[src/rtl/param_qcount_disp.sv]
// ---------------------------------------------------------------------------
// param_qcount_disp
//   Parameterised up/down counter with load, wrap/saturate boundary handling,
//   a one-cycle terminal-count pulse, a sticky boundary flag and an
//   active-low seven-segment decode of every nibble of the count.
//
//   Optional feature macro: QCOUNT_BCD_EN
//     undefined : plain binary count, displays 0-F
//     defined   : packed-BCD count (each nibble 0..9), displays 0-9 only
//
// Parameters
//   WIDTH  counter width, multiple of 4 in 4..16 (DIGITS = WIDTH/4)
//   MAXV   terminal count value, 1 .. 2^WIDTH-1
//
// Ports
//   clk     in   rising-edge clock
//   clr     in   synchronous active-high reset (q, tc, ovf -> 0)
//   en      in   count enable, one step per enabled edge
//   up      in   1 = increment, 0 = decrement
//   sat     in   1 = saturate at the boundary, 0 = wrap
//   load    in   parallel load strobe (beats en)
//   ld_val  in   value captured on load, clamped to the terminal count
//   q       out  registered count
//   tc      out  registered pulse after a step taken from a boundary
//   ovf     out  sticky boundary flag, cleared only by clr
//   hex     out  7*DIGITS active-low segments, hex[7k+6:7k] = nibble k
// ---------------------------------------------------------------------------
module param_qcount_disp #(
    parameter int          WIDTH = 8,
    parameter int unsigned MAXV  = (2 ** WIDTH) - 1
) (
    input  logic                       clk,
    input  logic                       clr,
    input  logic                       en,
    input  logic                       up,
    input  logic                       sat,
    input  logic                       load,
    input  logic [WIDTH-1:0]           ld_val,
    output logic [WIDTH-1:0]           q,
    output logic                       tc,
    output logic                       ovf,
    output logic [7*(WIDTH/4)-1:0]     hex
);

    localparam int               DIGITS = WIDTH / 4;
    localparam logic [WIDTH-1:0] MAXV_W = WIDTH'(MAXV);

`ifdef QCOUNT_BCD_EN
    // Largest valid BCD value not above v: the first nibble (from the top)
    // that is not a decimal digit becomes 9, and so does everything below it.
    function automatic logic [WIDTH-1:0] bcd_floor(input logic [WIDTH-1:0] v);
        logic [WIDTH-1:0] r;
        logic             force9;
        r      = v;
        force9 = 1'b0;
        for (int k = DIGITS - 1; k >= 0; k--) begin
            if (force9 || (r[4*k +: 4] > 4'd9)) begin
                r[4*k +: 4] = 4'd9;
                force9      = 1'b1;
            end
        end
        return r;
    endfunction

    function automatic logic bcd_valid(input logic [WIDTH-1:0] v);
        logic ok;
        ok = 1'b1;
        for (int k = 0; k < DIGITS; k++) begin
            if (v[4*k +: 4] > 4'd9) begin
                ok = 1'b0;
            end
        end
        return ok;
    endfunction

    function automatic logic [WIDTH-1:0] step_up(input logic [WIDTH-1:0] v);
        logic [WIDTH-1:0] r;
        logic             c;
        r = v;
        c = 1'b1;
        for (int k = 0; k < DIGITS; k++) begin
            if (c) begin
                if (r[4*k +: 4] == 4'd9) begin
                    r[4*k +: 4] = 4'd0;
                end else begin
                    r[4*k +: 4] = r[4*k +: 4] + 4'd1;
                    c           = 1'b0;
                end
            end
        end
        return r;
    endfunction

    function automatic logic [WIDTH-1:0] step_dn(input logic [WIDTH-1:0] v);
        logic [WIDTH-1:0] r;
        logic             b;
        r = v;
        b = 1'b1;
        for (int k = 0; k < DIGITS; k++) begin
            if (b) begin
                if (r[4*k +: 4] == 4'd0) begin
                    r[4*k +: 4] = 4'd9;
                end else begin
                    r[4*k +: 4] = r[4*k +: 4] - 4'd1;
                    b           = 1'b0;
                end
            end
        end
        return r;
    endfunction

    localparam logic [WIDTH-1:0] EFF_MAX = bcd_floor(MAXV_W);
`else
    function automatic logic [WIDTH-1:0] step_up(input logic [WIDTH-1:0] v);
        return v + WIDTH'(1);
    endfunction

    function automatic logic [WIDTH-1:0] step_dn(input logic [WIDTH-1:0] v);
        return v - WIDTH'(1);
    endfunction

    localparam logic [WIDTH-1:0] EFF_MAX = MAXV_W;
`endif

    // Segment pattern, bit 0 = a .. bit 6 = g, lit = 0.
    function automatic logic [6:0] seg7(input logic [3:0] n);
        logic [6:0] s;
        case (n)
            4'h0:    s = 7'b1000000;
            4'h1:    s = 7'b1111001;
            4'h2:    s = 7'b0100100;
            4'h3:    s = 7'b0110000;
            4'h4:    s = 7'b0011001;
            4'h5:    s = 7'b0010010;
            4'h6:    s = 7'b0000010;
            4'h7:    s = 7'b1111000;
            4'h8:    s = 7'b0000000;
            4'h9:    s = 7'b0010000;
            4'hA:    s = 7'b0001000;
            4'hB:    s = 7'b0000011;
            4'hC:    s = 7'b1000110;
            4'hD:    s = 7'b0100001;
            4'hE:    s = 7'b0000110;
            default: s = 7'b0001110;
        endcase
        return s;
    endfunction

    logic [WIDTH-1:0] cnt_q, cnt_d;
    logic             tc_q, tc_d;
    logic             ovf_q, ovf_d;
    logic             ld_ok;

`ifdef QCOUNT_BCD_EN
    assign ld_ok = (ld_val <= EFF_MAX) && bcd_valid(ld_val);
`else
    assign ld_ok = (ld_val <= EFF_MAX);
`endif

    always_comb begin
        cnt_d = cnt_q;
        tc_d  = 1'b0;
        if (load) begin
            cnt_d = ld_ok ? ld_val : EFF_MAX;
        end else if (en) begin
            if (up) begin
                if (cnt_q == EFF_MAX) begin
                    tc_d  = 1'b1;
                    cnt_d = sat ? EFF_MAX : '0;
                end else begin
                    cnt_d = step_up(cnt_q);
                end
            end else begin
                if (cnt_q == '0) begin
                    tc_d  = 1'b1;
                    cnt_d = sat ? '0 : EFF_MAX;
                end else begin
                    cnt_d = step_dn(cnt_q);
                end
            end
        end
        ovf_d = ovf_q | tc_d;
    end

    always_ff @(posedge clk) begin
        if (clr) begin
            cnt_q <= '0;
            tc_q  <= 1'b0;
            ovf_q <= 1'b0;
        end else begin
            cnt_q <= cnt_d;
            tc_q  <= tc_d;
            ovf_q <= ovf_d;
        end
    end

    assign q   = cnt_q;
    assign tc  = tc_q;
    assign ovf = ovf_q;

    for (genvar k = 0; k < DIGITS; k++) begin : g_hex
        assign hex[7*k +: 7] = seg7(cnt_q[4*k +: 4]);
    end

endmodule
[config.mk]
export PLATFORM = sky130hd
export DESIGN_NAME = param_qcount_disp
export DESIGN_NICKNAME = d
export VERILOG_FILES = /design/src/rtl/param_qcount_disp.sv
export SDC_FILE = /design/constraint.sdc
export NUM_CORES = 1
export LEC_CHECK = 0
export ABC_CLOCK_PERIOD_IN_PS = 2800
export CAP_MARGIN = 20
export CORE_MARGIN = 2
export CORE_UTILIZATION = 40
export DETAILED_ROUTE_END_ITERATION = 12
export PLACE_DENSITY = 0.69
export SLEW_MARGIN = 0
export SYNTH_ARGS = -nofsm -noshare
export SYNTH_HDL_FRONTEND = slang
export SYNTH_SLANG_ARGS = --single-unit
[constraint.sdc]
create_clock -name clk -period 2.8 [get_ports clk]
set_clock_uncertainty 0.2 [all_clocks]
set_input_delay 0.28 -clock clk [delete_from_list [all_inputs] [get_ports clk]]
set_output_delay 0.28 -clock clk [all_outputs]
set_load 0.05 [all_outputs]
run_1/route_heat.png
The die is cut into 15 by 15 equal tiles; dark blue is low, red is high, scaled to the fullest tile. Values are wire area over tile area, all layers added.
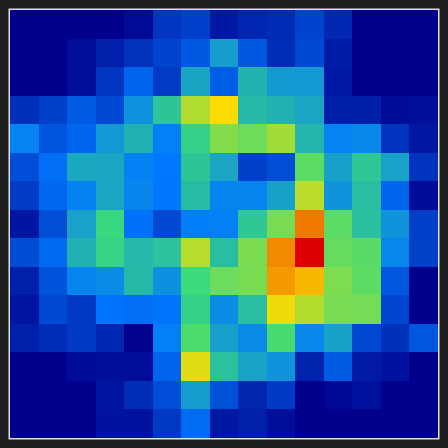
tiles over half the peak: 13%
mean over tiles: 0.16
emptiest ninth of the die: lower left
fullest tile: 0.67
nearly empty tiles: 17%
final routed wire length divided by cell count: 15.4 µm
total wire length after detailed routing: 5390 µm

run_1/placed.png
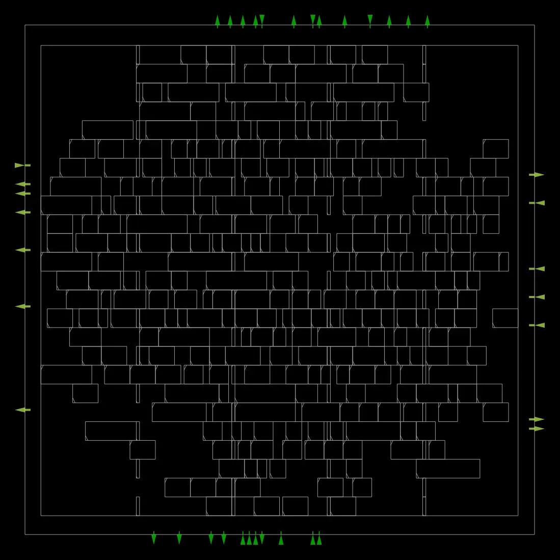
# rows: 25
final cell utilization of the core: 58.9%

run_1/sizing.png
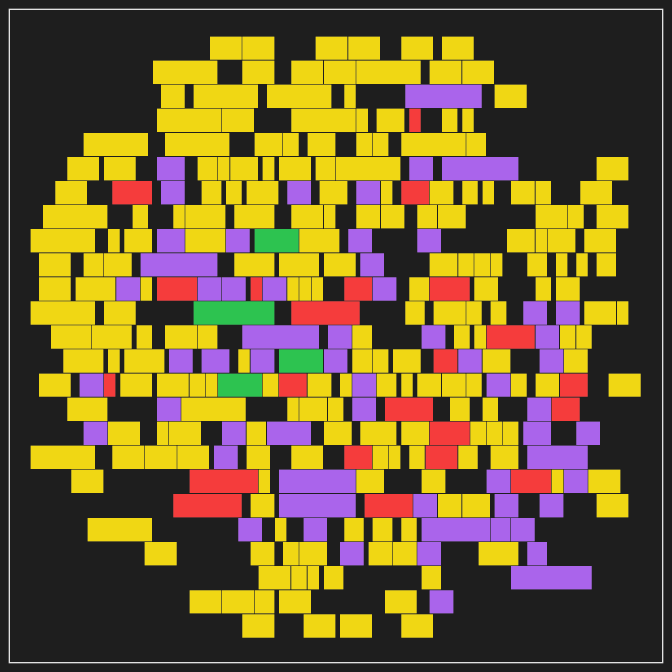
legend:
  x2:
    color: red
    cells: 22
    share: 7.4%
    most_used: a21oi_2
  x6 and larger:
    color: green
    cells: 4
    share: 1.4%
    most_used: clkbuf_8
  x3 and x4:
    color: purple
    cells: 60
    share: 20%
    most_used: buf_4
  x1 and smaller:
    color: yellow
    cells: 210
    share: 71%
    most_used: clkdlybuf4s50_1
Repair and plain buffers: 81
final setup slack of the worst path: 0.0895 ns
layout overhead on the synthesized area: 42.2%
final standard cell area without fillers: 2760 µm²

run_1/clock_wires.png
Bar = 20 µm.
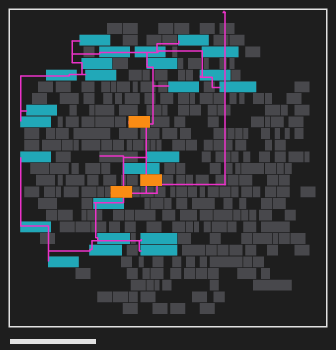
legend:
  clock-net drivers:
    color: orange
    count: 3
  clock wires:
    color: magenta
    length: 309 µm
  flip-flops:
    color: cyan
    count: 24
routed clock nets: 4
Clk. pwr: 0.266 mW
fraction of power consumed by the clock network: 20.4%
Late-Pin Clk Latency: 0.27 ns

==> run 1: cells by family (layout without fill, tap and decap cells) <==
kind of cell	after synthesis	count (layout)	share of synthesized area, %
compound gates	75	75	27.7
simple gates	58	58	18.8
buf+inv	38	106	10.1
flops	24	24	24.7
fa+ha+maj	15	15	9.66
mux	13	13	6.70
xor+xnor	5	5	2.26
==> run 1: worst max-delay path, cell delays in order, from the launching register on <==
cell	delay (ns)
sky130_fd_sc_hd__dfxtp_4	0.40
sky130_fd_sc_hd__ha_2	0.23
sky130_fd_sc_hd__nand4_1	0.17
sky130_fd_sc_hd__o21ai_0	0.25
sky130_fd_sc_hd__o211ai_1	0.14
sky130_fd_sc_hd__a31oi_2	0.26
sky130_fd_sc_hd__and2_4	0.20
sky130_fd_sc_hd__inv_2	0.04
sky130_fd_sc_hd__ha_1	0.18
sky130_fd_sc_hd__or4b_1	0.51
sky130_fd_sc_hd__o21ai_1	0.08
==> run 1: cell type report <==
| cell class | count | share of cell area [%] |
|---|---|---|
| timing repair buffer | 81 | 25.4 |
| multi-input combinational | 166 | 48.3 |
| tap | 54 | 2.45 |
| inverter | 21 | 3.22 |
| clock buffer | 4 | 2.40 |
| sequential | 24 | 18.2 |
==> run 1: sequential cells by signal, indices dropped and copies added (netlist names) <==
signal	cells
tc	1
q	8
hex	14
ovf	1
==> run 1: per-layer routing <==
metal / wire length [µm] / share of wire, % / GRT usage, %
met1: 2470 / 46 / 27.7
met2: 2560 / 47 / 32.1
met3: 271 / 5.0 / 2.61
met4: 95 / 1.8 / 5.86
met5: 0 / 0 / 0
==> run 1: timing repair <==
item	4_1_cts	5_1_grt
hold endpoints to repair	0	0
buffers inserted	0	2
setup endpoints to repair	0	14
resized	0	21
==> run notes, run 1 <==
Update from the flow run.

The worst path needs between 2 and 3 ns of the cycle, external delays included. The congestion estimate from routability-driven global placement came to between 0.9 and 1. After synthesis, the cell types taking the most area are sky130_fd_sc_hd__dfxtp_1 (25%), sky130_fd_sc_hd__ha_1 (9.7%), sky130_fd_sc_hd__mux2i_1 (6.7%). The worst path required time is 2.80 ns. The relative contribution of sequential cells to total power is 32.0%. The arrival time reported for the critical path endpoint is 2.71 ns. The run finished with clean final reports. The tightest slew margin relative to the limit is 66.1%. Per the timing report, the biggest fanout along the worst path comes to 7.

The die width is 73.7 µm. Clock tree synthesis inserted a total of 3 buffers. Per the post-synthesis report, the nets total 257. In this build the clock could be raised as far as 0.369 GHz. The number of warnings issued by yosys is 0.

The sequential cell area in the final layout is about 500 µm². In this run the most critical hold path is launched from ovf. Combinational logic is responsible for between 40 and 50% of the overall power. The endpoint of the worst-slack reg-to-reg timing path is hex[4].

Hold-check failures listed in the final report amount to 0. The post-route netlist has between 20% and 30% of its cells at a drive strength greater than 1. The height of the chip is 73.7 µm. The most popular library cell in the synthesized design by count is sky130_fd_sc_hd__dfxtp_1. The most instantiated logic cell after routing is sky130_fd_sc_hd__buf_4. The worst setup path is captured at a register. The synthesis report names the predominant flop master as sky130_fd_sc_hd__dfxtp_1. The class of the tightest hold or removal check is register to register. In this run, synthesis produced a sequential element count of 24.

The die area is 5430 µm². Synthesis produced 228 cells. The count of antenna diodes in the layout is 0. Per the final report, max-transition violations number 0.
==> run 2, diff against run 1 <==
Settings changed: HOLD_SLACK_MARGIN from default to 0.1, PLACE_DENSITY 0.69 to default, PLACE_DENSITY_LB_ADDON from default to 0.05, REMOVE_ABC_BUFFERS from default to 1.
run_2/placed.png
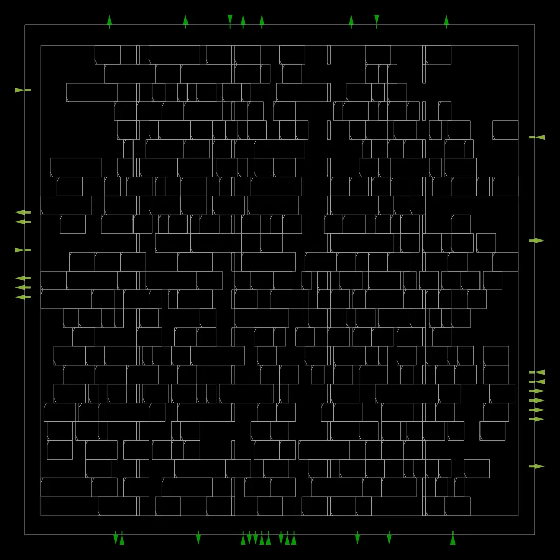
fillcell total: 419
flop share of the area: 16.8%
n_taps: 54
Flop Count: 24

==> run 2 against run 1 <==
Compared with the run above:
- first-iteration DRC count shrank 52%
- setup slack improved by 0.023 ns
- cell area rose by 4.9%
- wire length grew 4.3%
- critical endpoint is now hex[8]
- combinational power grew 6.8%
- synthesized area unchanged
==> run notes, run 2 <==
Update from the flow run.

The run finished with clean final reports. In this design, the largest share of critical-path delay is due to AND-OR/OR-AND gates. The chip occupies roughly 5400 µm². The clock latency on the worst-skew pair is 0.26 ns. The highest cell delay on the worst timing path is approximately 0.37 ns. The largest fanout on the critical path is 5. The worst path in the final design needs a cycle of 2.69 ns, including I/O delays and setup. The signal on the critical path passes through buf_6 -> ha_4 -> nand4_1 -> a21oi_1 -> or3b_1 -> a311oi_2 -> o21ai_2 -> ha_1 -> nand3b_1 -> o31ai_1 -> o2bb2ai_1. The clock group power is ~0.24 mW.

The slew check shows that the tightest pin keeps a relative margin of 63.4%. For this run, the number of Yosys warnings is 0. The number of CTS-inserted buffers is 3. The startpoint identified for the worst hold timing path is ovf. The max-slew violation total from the final report is 0. Leaving out fill and tap cells, the most frequent cell in the layout is sky130_fd_sc_hd__buf_4. According to the floorplan report, the die height is between 70 and 80 µm. The area added between synthesis and finish is 49.2%. For this block, the routed nets add up to between 5000 and 6000 µm of wire. The finished layout reports a core utilization of between 60% and 70%. After synthesis, the cell types taking the most area are sky130_fd_sc_hd__dfxtp_1 (25%), sky130_fd_sc_hd__ha_1 (9.7%), sky130_fd_sc_hd__mux2i_1 (6.7%). The congestion estimate from routability-driven global placement came to 0.909. Counting instances in the post-synthesis netlist gives the leading cell types as sky130_fd_sc_hd__dfxtp_1 (24), sky130_fd_sc_hd__inv_1 (19), sky130_fd_sc_hd__a21oi_1 (15), sky130_fd_sc_hd__ha_1 (15), sky130_fd_sc_hd__mux2i_1 (13).

The register with the most flip-flops in the layout has 14 of them. Derived from the worst setup path, the maximum achievable clock frequency is roughly 0.37 GHz. By instance count after routing, the leading logic cell types are sky130_fd_sc_hd__buf_4 (59), sky130_fd_sc_hd__clkdlybuf4s50_1 (37), sky130_fd_sc_hd__dfxtp_1 (20), sky130_fd_sc_hd__inv_1 (17), sky130_fd_sc_hd__a21oi_1 (14). The worst path required time is 2.80 ns. Yosys mapped the design onto 66 distinct sky130hd cell types. The share of total power dissipated in sequential elements is about a third.

The launching point of the worst reg2reg path is q[1]. Looking at the gate-level netlist, the highest instance count belongs to sky130_fd_sc_hd__dfxtp_1. Including well taps, the total number of placed cells is 361. In the synthesized netlist the dominant register cell turns out to be sky130_fd_sc_hd__dfxtp_1. The clock power share is 17.9%.

Hold-check failures listed in the final report amount to 0. The I/O pin count is 38. The number of rows in the core area is 25.

The script reports the combined buffer and inverter count of the critical path as 1. The cell type of the slowest stage on the worst timing path is sky130_fd_sc_hd__or3b_1. The class of the tightest hold or removal check is register to register. The synthesized design contains 24 register bits. The worst setup path is captured at a register.

The final antenna diode tally reported by the flow is 0. Synthesis produced 228 cells. The final timing report gives a worst setup slack of 0.113 ns. On the critical path the data arrives at 2.68 ns. Cells with a size suffix above 1 make up 33.2% of the layout. The combinational fraction of design power is a little over 50%. The via count of the first global-routing pass was 1852. The die width is 73.7 µm. The endpoint of the worst-slack reg-to-reg timing path is hex[8].
run_2/route_heat.png
The die is cut into 15 by 15 equal tiles; dark blue is low, red is high, scaled to the fullest tile. Values are wire area over tile area, all layers added.
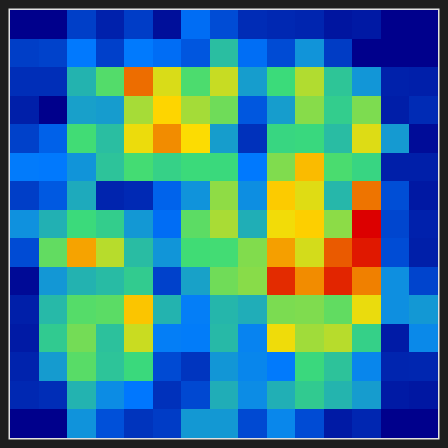
tiles over half the peak: 27%
fullest tile: 0.45
nearly empty tiles: 5.3%
mean over tiles: 0.16
final routed wire length divided by cell count: 15.3 µm
Via Count: 1942
Total Routing Usage GR: 21.2%

[run 2: cell counts after synthesis]
No cell type changed its count.
[run 2: how the worst max path moves through the flow]
stage               start  endpoint  cells after the start
floorplan            q[0]    hex[7]                     11
global placement     q[0]    hex[7]                     11
detailed placement    sat    hex[0]                     12
CTS                  q[1]    hex[8]                     11
global route         q[1]    hex[8]                     11
finish               q[1]    hex[8]                     11
[run 2: area by class of cell]
| cell class | instances | area, µm² |
|---|---|---|
| Sequential cell | 24 | 485 |
| Multi-Input combinational cell | 166 | 1370 |
| Clock buffer | 4 | 55.1 |
| Fill cell | 419 | 1790 |
| Tap cell | 54 | 67.6 |
| Timing Repair Buffer | 98 | 836 |
| Inverter | 21 | 83.8 |
[run 2: stage by stage]
step                      hold slack [ns]  power, mW  area (µm²)
after floorplan                     0.152      0.773        1830
after global placement              0.245       1.03        2710
after detailed placement            0.252       1.04        2710
after CTS                           0.274       1.28        2770
after global routing                0.288       1.39        2900
final                               0.270       1.31        2900
[run 2: cells by family (layout without fill, tap and decap cells)]
family	Yosys count	in the layout	synth area share [%]
AOI/OAI and AO/OA	75	75	27.7
xor gates and xnor gates	5	5	2.26
adders and majority gates	15	15	9.66
buffers and inverters	38	123	10.1
DFF	24	24	24.7
muxes	13	13	6.70
and+or+nand+nor	58	58	18.8
[run 2: routing by layer]
layer | global-route usage [%] | routed length (µm) | vias to the layer above
met4 | 5.05 | 47 | 0
met5 | 0 | 0 | -
met3 | 2.19 | 111 | 4
met2 | 35.1 | 2740 | 24
met1 | 29.5 | 2730 | 912
li1 | - | - | 1002
[run 2: what timing repair did]
item                                    in CTS  in global routing
pin swaps                                    3                 12
resized                                      3                 32
buffers inserted                             0                  2
endpoints found under the setup margin       6                 14
gates cloned                                 0                  0
==> run 3, diff against run 2 <==
Settings changed: CTS_BUF_LIST from default to sky130_fd_sc_hd__clkbuf_4 sky130_fd_sc_hd__clkbuf_8, CTS_CLUSTER_SIZE from default to 12.
run_3/ff_map.png
Bar = 20 µm. Other sequential cells in the stronger gray, the rest of the logic in the fainter gray.
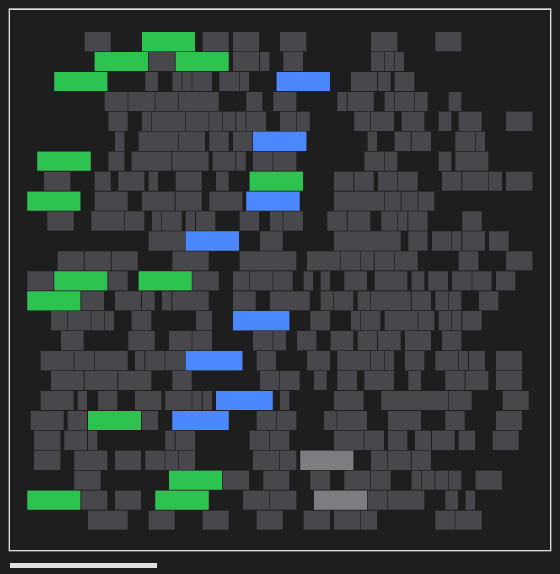
legend:
  q:
    color: blue
    sequential_cells: 8
  hex:
    color: green
    sequential_cells: 14
not colored: 2
final cell utilization of the core: 61.8%
area used by sequential logic in the layout: 485 µm²

==> run 3 against run 2 <==
Compared with the run above:
- combinational power is essentially flat
- critical path depth did not move
- global-route usage is the same
- clock power hardly changed
- total power is the same
- wire length did not move
- via count unchanged
==> run notes, run 3 <==
Update from the flow run.

Per the layout area report, the sequential fraction of cell area is 16.8%. Based on the critical path, the design can be clocked at up to 0.372 GHz. Synthesis inferred 24 register bits. The tightest slew margin relative to the limit is 63.4%. The relative area of non-clock buffer cells in the final design is between 20% and 30%. In this run the worst setup path terminates at hex[8]. The floorplan has 25 rows. The layout report lists the multi-input gate area as between 1000 and 1500 µm². The origin of the worst setup path is q[1].

The kind of cell with the highest combined delay along the critical path is AND-OR/OR-AND gates. The synthesized instance count is 228. The clock network contribution to total cell area is 1.90%. The main flop type after synthesis is sky130_fd_sc_hd__dfxtp_1. Per STA, the highest per-stage delay on the worst path measures 0.37 ns. Cells with a size suffix above 1 make up 33.2% of the layout. Multi-input gates account for between 40% and 50% of the area. Sorting the synthesis cell report by count puts at the top sky130_fd_sc_hd__dfxtp_1. The number of CTS-inserted buffers is 3. The worst setup path is captured at a register. The largest fanout on the critical path is 5. By area the synthesized netlist is led by sky130_fd_sc_hd__dfxtp_1 (25%), sky130_fd_sc_hd__ha_1 (9.7%), sky130_fd_sc_hd__mux2i_1 (6.7%). The area of all placed cells without fillers is about 2900 µm². Counting the warning lines in the Yosys log gives 0. The run finished with clean final reports.
run_3/route_heat.png
The die is cut into 15 by 15 equal tiles; dark blue is low, red is high, scaled to the fullest tile. Values are wire area over tile area, all layers added.
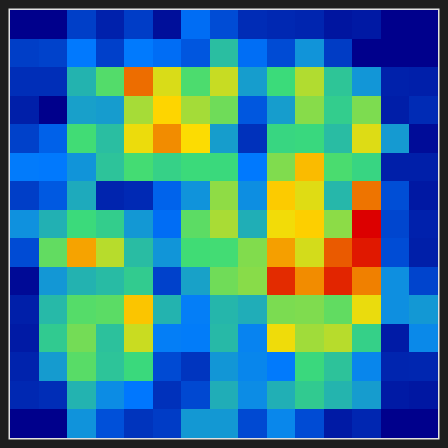
fullest tile: 0.45
nearly empty tiles: 5.3%
tiles over half the peak: 27%
mean over tiles: 0.16
total wire length after detailed routing: 5620 µm

==> run 3: cell counts after synthesis <==
Identical to the previous run, type by type.
==> run 3: cells by family (layout without fill, tap and decap cells) <==
logic type / Yosys count / after routing / synth area share (%)
AOI/OAI and AO/OA: 75 / 75 / 27.7
xor gates and xnor gates: 5 / 5 / 2.26
adders and majority gates: 15 / 15 / 9.66
buffers and inverters: 38 / 123 / 10.1
DFF: 24 / 24 / 24.7
muxes: 13 / 13 / 6.70
and+or+nand+nor: 58 / 58 / 18.8
==> run 3: per-stage QoR <==
stage,setup slack (ns),utilization (%),TNS [ns],power (mW)
2_1_floorplan,-0.489,-,-4.40,0.773
3_3_place_gp,-0.109,57.8,-0.342,1.03
4_1_cts,0.00149,59.1,0,1.28
3_5_place_dp,-0.0948,57.8,-0.335,1.04
6_report,0.113,61.8,0,1.31
5_1_grt,-0.0264,61.8,-0.0515,1.39
==> run 3: how the worst min path moves through the flow <==
| stage | start | endpoint | slack, ns |
|---|---|---|---|
| 6_report | ovf | ovf | 0.27 |
| 5_1_grt | ovf | ovf | 0.29 |
| 4_1_cts | ovf | ovf | 0.27 |
| 3_5_place_dp | ovf | ovf | 0.25 |
| 3_3_place_gp | ovf | ovf | 0.25 |
| 2_1_floorplan | clr | hex[11] | 0.15 |
==> run 3: layer usage <==
metal | global-route usage [%] | vias to the layer above | part of all wire [%]
li1 | - | 1002 | -
met1 | 29.5 | 912 | 48
met2 | 35.1 | 24 | 49
met3 | 2.19 | 4 | 2.0
met4 | 5.05 | 0 | 0.84
met5 | 0 | - | 0
==> run 3: where the power goes <==
| part | switching [mW] | internal (mW) | leakage, nW |
|---|---|---|---|
| Clock | 0.109 | 0.125 | 0.0288 |
| Sequential | 0.0286 | 0.382 | 0.200 |
| Combinational | 0.368 | 0.294 | 1.02 |
Power is estimated from default activity; no workload was simulated.
